File: src/rtl/uart_cmd_parser.sv
// Framed host-command decoder: A5 | CMD | ADDR_H | ADDR_L | LEN | payload | CSUM.
// Drives sample RAM writes, the DDS tuning word and the run flag; answers each frame with ACK/NAK.
module uart_cmd_parser #(
    parameter int unsigned ADDR_W      = 12,
    parameter int unsigned TIMEOUT_CYC = 5000000
) (
    input  logic              clk,
    input  logic              reset,
    input  logic [7:0]        from_uart_data,
    input  logic              from_uart_valid,
    input  logic              from_uart_error,
    output logic              from_uart_ready,
    output logic [7:0]        to_uart_data,
    output logic              to_uart_valid,
    output logic              to_uart_error,
    input  logic              to_uart_ready,
    output logic              mem_we,
    output logic [ADDR_W-1:0] mem_addr,
    output logic [7:0]        mem_wdata,
    output logic [31:0]       ftw,
    output logic              ftw_update,
    output logic              run
);
    localparam int unsigned TmoW = $clog2(TIMEOUT_CYC + 1);
    localparam logic [7:0] Sof = 8'hA5;
    localparam logic [7:0] Ack = 8'h06;
    localparam logic [7:0] Nak = 8'h15;
    localparam logic [1:0] CmdWrite = 2'd1;
    localparam logic [1:0] CmdFtw   = 2'd2;
    localparam logic [1:0] CmdRun   = 2'd3;

    typedef enum logic [2:0] {
        StIdle, StCmd, StAddrH, StAddrL, StLen, StPayload, StCsum, StResp
    } state_e;

    state_e            state_q, state_d;
    logic [1:0]        cmd_q, cmd_d;
    logic [ADDR_W-1:0] ptr_q, ptr_d;
    logic [8:0]        cnt_q, cnt_d;
    logic [7:0]        csum_q, csum_d;
    logic [31:0]       shadow_q, shadow_d;
    logic [TmoW-1:0]   tmo_q, tmo_d;
    logic [7:0]        resp_q, resp_d;
    logic              tx_valid_q, tx_valid_d;
    logic              we_q, we_d;
    logic [ADDR_W-1:0] waddr_q, waddr_d;
    logic [7:0]        wdata_q, wdata_d;
    logic [31:0]       ftw_q, ftw_d;
    logic              upd_q, upd_d;
    logic              run_q, run_d;

    logic accept, in_frame, ack, nak, len_ok;

    assign from_uart_ready = (state_q != StResp);
    assign accept          = from_uart_valid & from_uart_ready;
    assign in_frame        = (state_q != StIdle) && (state_q != StResp);
    assign len_ok          = (cmd_q == CmdWrite) ||
                             ((cmd_q == CmdFtw) && (from_uart_data == 8'd4)) ||
                             ((cmd_q == CmdRun) && (from_uart_data == 8'd1));

    always_comb begin
        state_d    = state_q;
        cmd_d      = cmd_q;
        ptr_d      = ptr_q;
        cnt_d      = cnt_q;
        csum_d     = csum_q;
        shadow_d   = shadow_q;
        resp_d     = resp_q;
        tx_valid_d = tx_valid_q;
        we_d       = 1'b0;
        waddr_d    = waddr_q;
        wdata_d    = wdata_q;
        ftw_d      = ftw_q;
        upd_d      = 1'b0;
        run_d      = run_q;
        ack        = 1'b0;
        nak        = 1'b0;
        tmo_d      = '0;

        // Idle gap counter; cleared by every accepted byte inside a frame.
        if (in_frame && !accept) begin
            tmo_d = tmo_q + TmoW'(1);
            if (tmo_q == TmoW'(TIMEOUT_CYC - 1)) nak = 1'b1;
        end

        unique case (state_q)
            StIdle: begin
                if (accept && !from_uart_error && from_uart_data == Sof) state_d = StCmd;
            end
            StCmd: begin
                if (accept) begin
                    if (from_uart_error || from_uart_data == 8'h00 || from_uart_data > 8'h03) begin
                        nak = 1'b1;
                    end else begin
                        cmd_d   = from_uart_data[1:0];
                        csum_d  = from_uart_data;
                        state_d = StAddrH;
                    end
                end
            end
            StAddrH: begin
                if (accept) begin
                    if (from_uart_error) begin
                        nak = 1'b1;
                    end else begin
                        ptr_d   = ADDR_W'({from_uart_data, 8'h00});
                        csum_d  = csum_q ^ from_uart_data;
                        state_d = StAddrL;
                    end
                end
            end
            StAddrL: begin
                if (accept) begin
                    if (from_uart_error) begin
                        nak = 1'b1;
                    end else begin
                        ptr_d   = ptr_q | ADDR_W'(from_uart_data);
                        csum_d  = csum_q ^ from_uart_data;
                        state_d = StLen;
                    end
                end
            end
            StLen: begin
                if (accept) begin
                    if (from_uart_error || !len_ok) begin
                        nak = 1'b1;
                    end else begin
                        cnt_d   = (from_uart_data == 8'd0) ? 9'd256 : {1'b0, from_uart_data};
                        csum_d  = csum_q ^ from_uart_data;
                        state_d = StPayload;
                    end
                end
            end
            StPayload: begin
                if (accept) begin
                    if (from_uart_error) begin
                        nak = 1'b1;
                    end else begin
                        csum_d   = csum_q ^ from_uart_data;
                        shadow_d = {shadow_q[23:0], from_uart_data};
                        cnt_d    = cnt_q - 9'd1;
                        if (cmd_q == CmdWrite) begin
                            we_d    = 1'b1;
                            waddr_d = ptr_q;
                            wdata_d = from_uart_data;
                            ptr_d   = ptr_q + ADDR_W'(1);
                        end
                        if (cnt_q == 9'd1) state_d = StCsum;
                    end
                end
            end
            StCsum: begin
                if (accept) begin
                    if (from_uart_error || from_uart_data != csum_q) begin
                        nak = 1'b1;
                    end else begin
                        ack = 1'b1;
                        if (cmd_q == CmdFtw) begin
                            ftw_d = shadow_q;
                            upd_d = 1'b1;
                        end
                        if (cmd_q == CmdRun) run_d = shadow_q[0];
                    end
                end
            end
            StResp: begin
                if (!tx_valid_q) begin
                    tx_valid_d = 1'b1;
                end else if (to_uart_ready) begin
                    tx_valid_d = 1'b0;
                    state_d    = StIdle;
                end
            end
            default: state_d = StIdle;
        endcase

        if (ack || nak) begin
            state_d = StResp;
            resp_d  = ack ? Ack : Nak;
        end
    end

    always_ff @(posedge clk or negedge reset) begin
        if (!reset) begin
            state_q    <= StIdle;
            cmd_q      <= '0;
            ptr_q      <= '0;
            cnt_q      <= '0;
            csum_q     <= '0;
            shadow_q   <= '0;
            tmo_q      <= '0;
            resp_q     <= '0;
            tx_valid_q <= 1'b0;
            we_q       <= 1'b0;
            waddr_q    <= '0;
            wdata_q    <= '0;
            ftw_q      <= '0;
            upd_q      <= 1'b0;
            run_q      <= 1'b0;
        end else begin
            state_q    <= state_d;
            cmd_q      <= cmd_d;
            ptr_q      <= ptr_d;
            cnt_q      <= cnt_d;
            csum_q     <= csum_d;
            shadow_q   <= shadow_d;
            tmo_q      <= tmo_d;
            resp_q     <= resp_d;
            tx_valid_q <= tx_valid_d;
            we_q       <= we_d;
            waddr_q    <= waddr_d;
            wdata_q    <= wdata_d;
            ftw_q      <= ftw_d;
            upd_q      <= upd_d;
            run_q      <= run_d;
        end
    end

    assign to_uart_data  = resp_q;
    assign to_uart_valid = tx_valid_q;
    assign to_uart_error = 1'b0;
    assign mem_we        = we_q;
    assign mem_addr      = waddr_q;
    assign mem_wdata     = wdata_q;
    assign ftw           = ftw_q;
    assign ftw_update    = upd_q;
    assign run           = run_q;
endmodule

File: config.mk
export PLATFORM = sky130hd
export DESIGN_NAME = uart_cmd_parser
export DESIGN_NICKNAME = d
export VERILOG_FILES = /design/src/rtl/uart_cmd_parser.sv
export SDC_FILE = /design/constraint.sdc
export NUM_CORES = 1
export LEC_CHECK = 0
export ABC_AREA = 0
export CAP_MARGIN = 15
export CORE_UTILIZATION = 55
export DETAILED_ROUTE_END_ITERATION = 7
export GPL_ROUTABILITY_DRIVEN = 0
export PLACE_DENSITY = 0.81
export SETUP_SLACK_MARGIN = 0.4
export SLEW_MARGIN = 0
export SYNTH_ARGS = -nofsm -noshare
export SYNTH_HDL_FRONTEND = slang
export SYNTH_SLANG_ARGS = --single-unit
File: constraint.sdc
create_clock -name clk -period 2.9 [get_ports clk]
set_clock_uncertainty 0.05 [all_clocks]
set_input_delay 0.725 -clock clk [delete_from_list [all_inputs] [get_ports clk]]
set_output_delay 0.725 -clock clk [all_outputs]
set_load 0.005 [all_outputs]
==> Slide: Implementation Results, run 1 <==
Flow Results at a Glance

Finish
  – Area Overhead vs Synth: 25.5%
  – # nets final: roughly 800
  – Ant. Diodes: 0
  – Cell area after layout: approximately 9000 um2
  – Top cell excl fill/tap: dfrtp_1
  – Fraction of layout cells with a size suffix above 1: between 20% and 30%
  – Most frequent cells in the layout: dfrtp_1, nand2_1, clkdlybuf4s50_1

Timing
  – Fin. Hold Viols: 0
  – Period utilisation layout: ~84%
  – Final setup TNS: 0 ns
  – Least-Margin Pin Slew: between 0.7 and 0.8 ns
  – RSZ-0062 raised after global routing: false
  – Setup ws final: between 0.4 and 0.5 ns
  – Achievable clock frequency: between 400 and 500 MHz
  – Min Clock Period, post-route: about 2.4 ns

Synthesis
  – Commonest flop: dfrtp_1
  – Distinct cells, synth: 61
  – Post-synthesis instance area: between 7000 and 8000 um2
  – Top cells by area: dfrtp_1, mux2_4, mux2_2
  – Max-area cell share: a little over half
  – Synth warn: 0
  – Seq cells post-synth: 148
  – Area leader, netlist: dfrtp_1
  – Flip-flops with a built-in enable: 0
  – Syn avg cell area: 10.6 um2
  – YS chip area: between 7000 and 8000 um2

Run
  – Log Warnings: 28
  – # Max-Cap Violations: 0

Routing
  – Vias: roughly 5600
  – Routed Antenna Nets: 0
  – Wirelength per Cell: about 18 um
  – Detailed Route WL: approximately 17000 um
  – Drt initial violations: approximately 700
  – 1st-pass router iterations: 6
  – Vias per std cell: slightly below 6

Critical path
  – Crit-path cells: and3_4 > inv_2 > clkdlybuf4s50_1
  – Setup CP Type: reg2out
  – CP Launch Type: flip-flop
  – WP buf/inv: 2
  – Crit path arrival time: around 1.7 ns
  – WP data required: approximately 2.1 ns
  – CP top delay family: buffers and inverters
  – Critical-path cell with the highest stage delay: clkdlybuf4s50_1
  – Crit. End Element: output pin

Die
  – I/O Pins: 79
  – Core area: 12300 um2
  – Die W: between 100 and 150 um
  – Floorplan row count: approximately 40
  – Pre-Place Util: 57.5%
  – Die Y: between 100 and 150 um

Clock tree
  – TritonCTS clock tree: yes
  – Clock Latency Late Sink: about 0.42 ns
  – CTS Buf Count: 17
  – CTS H-Tree Depth: 4
  – Clk sinks: about 150
  – Worst-path clk slew: about 0.060 ns
  – Clock Tree Buf Depth: 2

Power
  – Power per cell area: between 700 and 800 nW/um2
  – VDD IR max: 0.429 mV
  – Leakage power: between 4 and 5 nW

Min path
  – HP Class: in2async

Placement
  – Area post-placement: slightly above 8000 um2
  – Post-Place Setup Slack: -0.0663 ns
  – Post-DP HPWL: between 10000 and 15000 um

Global route
  – Initial antenna violation count: 0
  – First-pass GRT wire length: between 20000 and 30000 um
  – Aggregate global routing overflow: 0

Status
  – Status: completed
## run 1: layout make-up
type                       instances  area, um2
clock buffer                      21        470
clock inverter                    11        121
fill                             817       3420
inverter                          14       52.6
multi-input combinational        464       3130
sequential                       148       3710
tap                              168        210
timing repair buffer             118       1150
## run 1: state kept, by name, summed over array words and instances (netlist names)
name and count:
run 1, to_uart_data 3, ptr_q 12, state_q 3
shadow_q 32, mem_wdata 8, csum_q 8, to_uart_valid 1
mem_we 1, ftw 32, cmd_q 2, mem_addr 12
tmo_q 23, cnt_q 9, ftw_update 1
## run 1: routing by layer
metal	vias up	part of all wire (%)	track usage [%]
li1	2535	-	-
met1	2715	41	34.6
met2	297	49	43.6
met3	54	7.3	8.01
met4	0	2.7	11.0
met5	-	0	0
## run 1: cell usage after synthesis, types with 4 or more instances
library cell	n
dfrtp_1	148
nand2_1	100
nor2_1	40
o21ai_0	38
mux2_2	35
a21oi_1	34
nand3_1	33
mux2_4	30
clkbuf_1	23
inv_1	12
o211ai_1	12
xnor2_1	12
xor2_1	12
nand4_1	10
nor3_1	9
or3_1	9
buf_2	8
buf_4	7
nand2b_1	7
a221o_1	5
nor2b_1	5
a22o_1	4
a31oi_1	4
and3_1	4
and4_1	4
buf_6	4
ha_1	4
or2_2	4
## run 1: logic make-up after synthesis
kind of cell    Yosys count  share of synthesized area (%)
simple gates            248                           17.4
flops                   148                           52.5
compound gates          118                           10.4
mux                      65                           12.0
buf+inv                  56                           3.92
xor+xnor                 24                           2.98
fa+ha+maj                 4                          0.710
other cells               1                         0.0532
## run 1: worst paths after layout
kind,from,to,slack [ns],depth (start not counted)
max,state_q[2],from_uart_ready,0.46,3
max reg2reg,state_q[2],ftw[7],0.48,8
min,reset,ftw[28],0.21,1
min reg2reg,to_uart_data[2],to_uart_data[2],0.43,2
max in group asynchronous,reset,state_q[1],1.81,2
min in group clk,to_uart_data[2],to_uart_data[2],0.43,2
## run 1: power by group
part	leakage, nW	internal (mW)	switching, mW
clock	0.290	1.34	0.850
sequential	1.95	2.50	0.435
combinational	1.92	0.750	0.935
## run 1: through the flow
stage	total power, mW	utilization, %	std cells	hold WS [ns]
global placement	4.42	66.2	908	0.408
finish	6.80	72.1	944	0.207
global route	7.16	72.1	944	0.242
floorplan	4.01	-	668	0.379
detailed placement	4.53	66.2	908	0.416
CTS	6.77	71.2	941	0.219
## run 1: repair_timing
item	4_1_cts	5_1_grt
buffers inserted	1	1
gates cloned	0	2
resized	7	16
pin swaps	1	4
setup endpoints to repair	15	56
**Run 1: a small window of the routed layout**

Bar = 5 um. Region (76, 76) to (96, 96) um. Cells in gray, sequential cells in the stronger gray; small squares are vias.
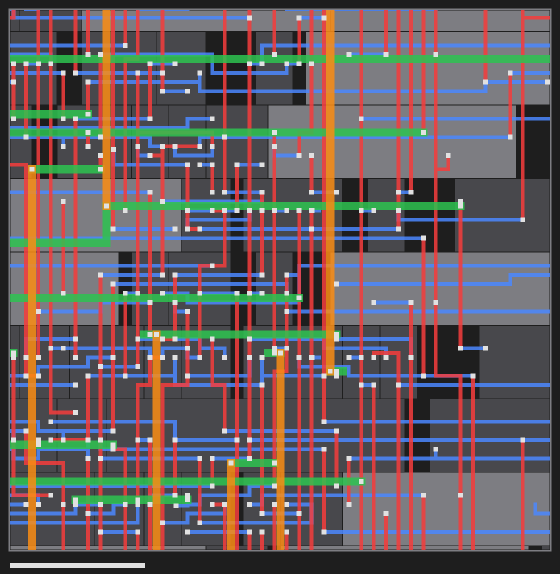
- orange: M4
- blue: M1
- green: M3
- red: M2
- netlist names of flops here include: ptr_q (4), mem_addr (1)
- cells with their middle in the window: 36
- sequential cells in the window: 5
- most frequent: nand2_1 (11), a21oi_1 (5), dfrtp_1 (5)

**Run 1: met1 routing**

Bar = 20 um.
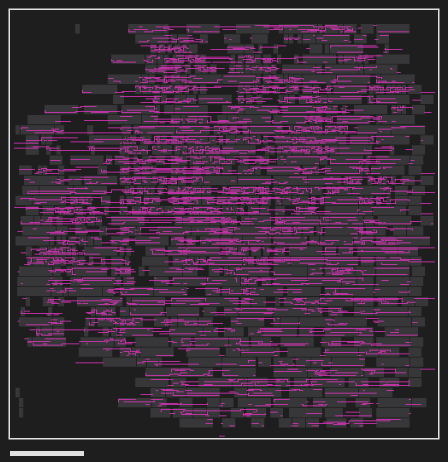
- wire length on this layer: 7080 um
- nets with wire on the layer: 698
- longest straight run: 31.3 um
- share of all routed wire: 41%

**Run 1: track usage over the die**

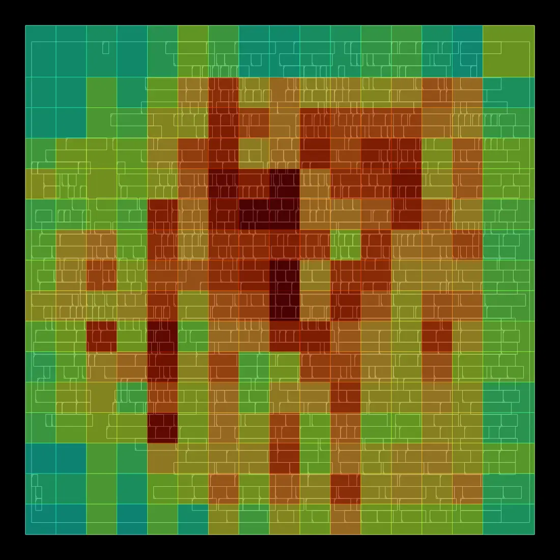
grt met3 use: 8.01%
met2 Use GR: 43.6%
met1 GRT Util: 34.6%
GRT Total Usage: 27.2%

--- run 2 (diff from run 1) ---
Clock period 2.9 ns to 2.36 ns, I/O delays scaled along.
==> run 2 against run 1 <==
  * Sequential power is 25% higher
  * Utilization grew 6.5 points
  * Final cell count grew 5.3%
  * Count of clock-buffer cells in the layout is 6 higher
  * Global-route usage rose by 1.8 points
  * Largest power group unchanged
  * Hold slack got worse by 0.13 ns
  * Flip-flop count unchanged
  * Clock power is 19% higher
  * Critical endpoint is now ftw[29]
  * Synthesized cell count is the same
  * First-iteration DRC count is 0.14% higher
  * Cell area increased by 9.0%
==> Slide: Implementation Results, run 2 <==
Flow Results at a Glance

Synthesis
  – Top cells by area: dfrtp_1, mux2_4, mux2_2
  – Distinct cells, synth: 61 (unchanged)
  – Area leader, netlist: dfrtp_1
  – Flip-flops with a built-in enable: 0 (unchanged)
  – YS chip area: 7050 um2 (unchanged)
  – Syn avg cell area: 10.6 um2 (unchanged)
  – Synth warn: 0 (unchanged)
  – Post-synthesis instance area: 7050 um2 (unchanged)
  – Top post-synthesis cells by count: dfrtp_1, nand2_1, nor2_1
  – Commonest flop: dfrtp_1
  – Seq cells post-synth: 148 (unchanged)

Critical path
  – Crit. End Element: flip-flop
  – CP Launch Type: flip-flop
  – R2R depth: 8 (unchanged)
  – Critical-path cell with the highest stage delay: dfrtp_1
  – R2r startpoint: csum_q[5]
  – Setup slack, reg-to-reg: 0.17 ns (-0.31 ns)
  – Crit path arrival time: 2.44 ns (+0.77 ns)
  – Crit-path cells: xnor2_2 > nand4_1 > or2_4 > nor4_4 > nand3b_4 > buf_12 > buf_16 > mux2_4
  – Reg2Reg Capture Point: ftw[29]

Global route
  – Initial antenna violation count: 1 (+1)
  – Aggregate global routing overflow: 0 (unchanged)
  – First-pass GRT wire length: 29100 um (+6.3%)

Placement
  – Post-DP HPWL: 11600 um (+5.4%)

Run
  – # Max-Cap Violations: 0 (unchanged)
  – Log Warnings: 30 (+7.1%)

Finish
  – Final Core Density: 78.6% (+6.5 points)
  – Area Overhead vs Synth: 36.8%
  – # nets final: 832 (+6.7%)
  – Top cell excl fill/tap: dfrtp_1
  – Ant. Diodes: 0 (unchanged)
  – Fraction of layout cells with a size suffix above 1: 31.1% (+10 points)
  – Fill count: 666 (-18%)
  – Most frequent cells in the layout: dfrtp_1, nand2_1, buf_4

Clock tree
  – Clock Tree Buf Depth: 2 (unchanged)
  – TritonCTS clock tree: yes
  – Clock Latency Late Sink: 0.43 ns (about the same)
  – CTS Buf Count: 17 (unchanged)
  – CTS H-Tree Depth: 4 (unchanged)
  – Worst-path clk slew: 0.06 ns (about the same)
  – Clk sinks: 148 (unchanged)

Routing
  – 1st-pass router iterations: 6 (unchanged)
  – Vias per std cell: 6.07 (+2.2%)
  – Drt initial violations: 711 (+0.14%)
  – Vias: 6029 (+7.6%)
  – Routed Antenna Nets: 0 (unchanged)

Power
  – VDD IR max: 0.592 mV (+38%)
  – Power per cell area: 915 nW/um2 (+19%)
  – Leakage power: 5.03 nW (+21%)

Die
  – Die Y: 115 um (unchanged)
  – Die W: 115 um (unchanged)
  – Chip Area: 13300 um2
  – I/O Pins: 79 (unchanged)
  – Core area: 12300 um2 (unchanged)

Timing
  – Max-slew headroom: ~62%
  – Final setup TNS: 0 ns (unchanged)
  – Min Clock Period, post-route: 2.19 ns
  – Fin. Hold Viols: 0 (unchanged)
  – Achievable clock frequency: ~460 MHz
  – Period utilisation layout: 92.6%

Min path
  – HP Class: in2async

Status
  – Status: completed
[run 2: cell counts after synthesis]
No cell type changed its count.
[run 2: power by group]
part / total, mW / internal [mW] / switching [mW]
registers: 3.65 / 3.07 / 0.581
clock network: 2.60 / 1.61 / 0.993
logic: 2.57 / 1.19 / 1.39
total: 8.82 / 5.86 / 2.96
[run 2: cells by family (layout without fill, tap and decap cells)]
group | Yosys count | count (layout) | synth area share [%]
simple gates | 248 | 248 | 17.4
buf+inv | 56 | 214 | 3.92
fa+ha+maj | 4 | 4 | 0.710
mux | 65 | 65 | 12.0
flops | 148 | 148 | 52.5
compound gates | 118 | 118 | 10.4
xor+xnor | 24 | 24 | 2.98
other cells | 1 | 5 | 0.0532
[run 2: critical path, delay by kind of cell (launching register included)]
family / cells / cell delay (ns)
AND/OR/NAND/NOR: 4 / 0.74
flip-flops: 1 / 0.45
buffers and inverters: 2 / 0.31
multiplexers: 1 / 0.31
XOR/XNOR: 1 / 0.20
[run 2: worst max path at each step]
stage	start	end
global route	csum_q[1]	ftw[29]
finish	csum_q[5]	ftw[29]
detailed placement	from_uart_valid	ftw[4]
global placement	from_uart_valid	ftw[26]
CTS	state_q[2]	ftw[19]
floorplan	from_uart_data[7]	ftw[10]
[run 2: metrics by stage]
step	hold slack, ns	area (um2)	std cells	power [mW]
2_1_floorplan	0.244	7210	668	5.01
3_3_place_gp	0.413	8390	924	5.58
3_5_place_dp	0.412	8390	924	5.75
4_1_cts	0.0779	9260	973	8.54
5_1_grt	0.107	9640	994	9.21
6_report	0.0794	9640	994	8.82
[run 2: repair_timing]
action | 4_1_cts | 5_1_grt
resized | 62 | 77
pin swaps | 17 | 23
endpoints found under the setup margin | 125 | 121
setup buffers | 16 | 20
cloned | 3 | 1
[run 2: final cells by class]
cell class / count / area, um2 / share of cell area, %
sequential: 148 / 3710 / 38.4
clock inverter: 3 / 42.5 / 0.441
timing repair buffer: 170 / 1770 / 18.4
tap: 168 / 210 / 2.18
clock buffer: 27 / 523 / 5.42
multi-input combinational: 464 / 3330 / 34.6
inverter: 14 / 55.1 / 0.571
[run 2: layer usage]
metal	part of all wire (%)	vias to the layer above	track usage, %
met3	7.8	76	6.96
met2	50	351	48.6
met4	3.0	2	10.2
met5	0.066	-	0
met1	39	2962	36.6
li1	-	2638	-
**Run 2: signal metal coverage by tile**

The die is cut into 23 by 23 equal tiles; white is low, dark blue is high, scaled to the fullest tile. Values are wire area over tile area, all layers added.
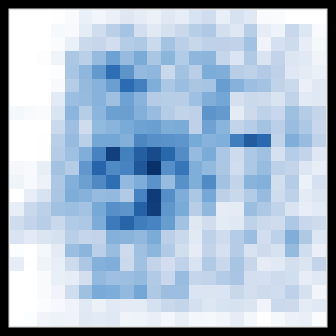
- fullest tile: 0.88
- tiles over half the peak: 12%
- densest ninth of the die: center
- nearly empty tiles: 9.1%
- mean over tiles: 0.25
- emptiest ninth of the die: north-west
GRT Total Usage: 28.9%
Wirelength per Cell: 19.8 um
Detailed Route WL: 19600 um

**Run 2: track usage over the die**

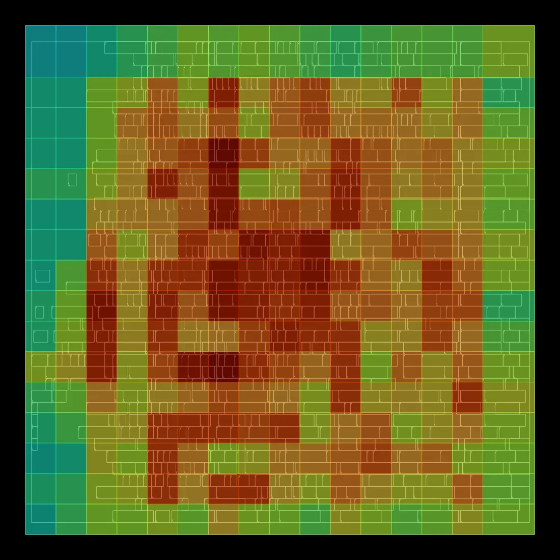
met1 GRT Util: 36.6%
grt met3 use: 6.96%

Power figures rest on the tool's default switching activity, not on a simulated workload.
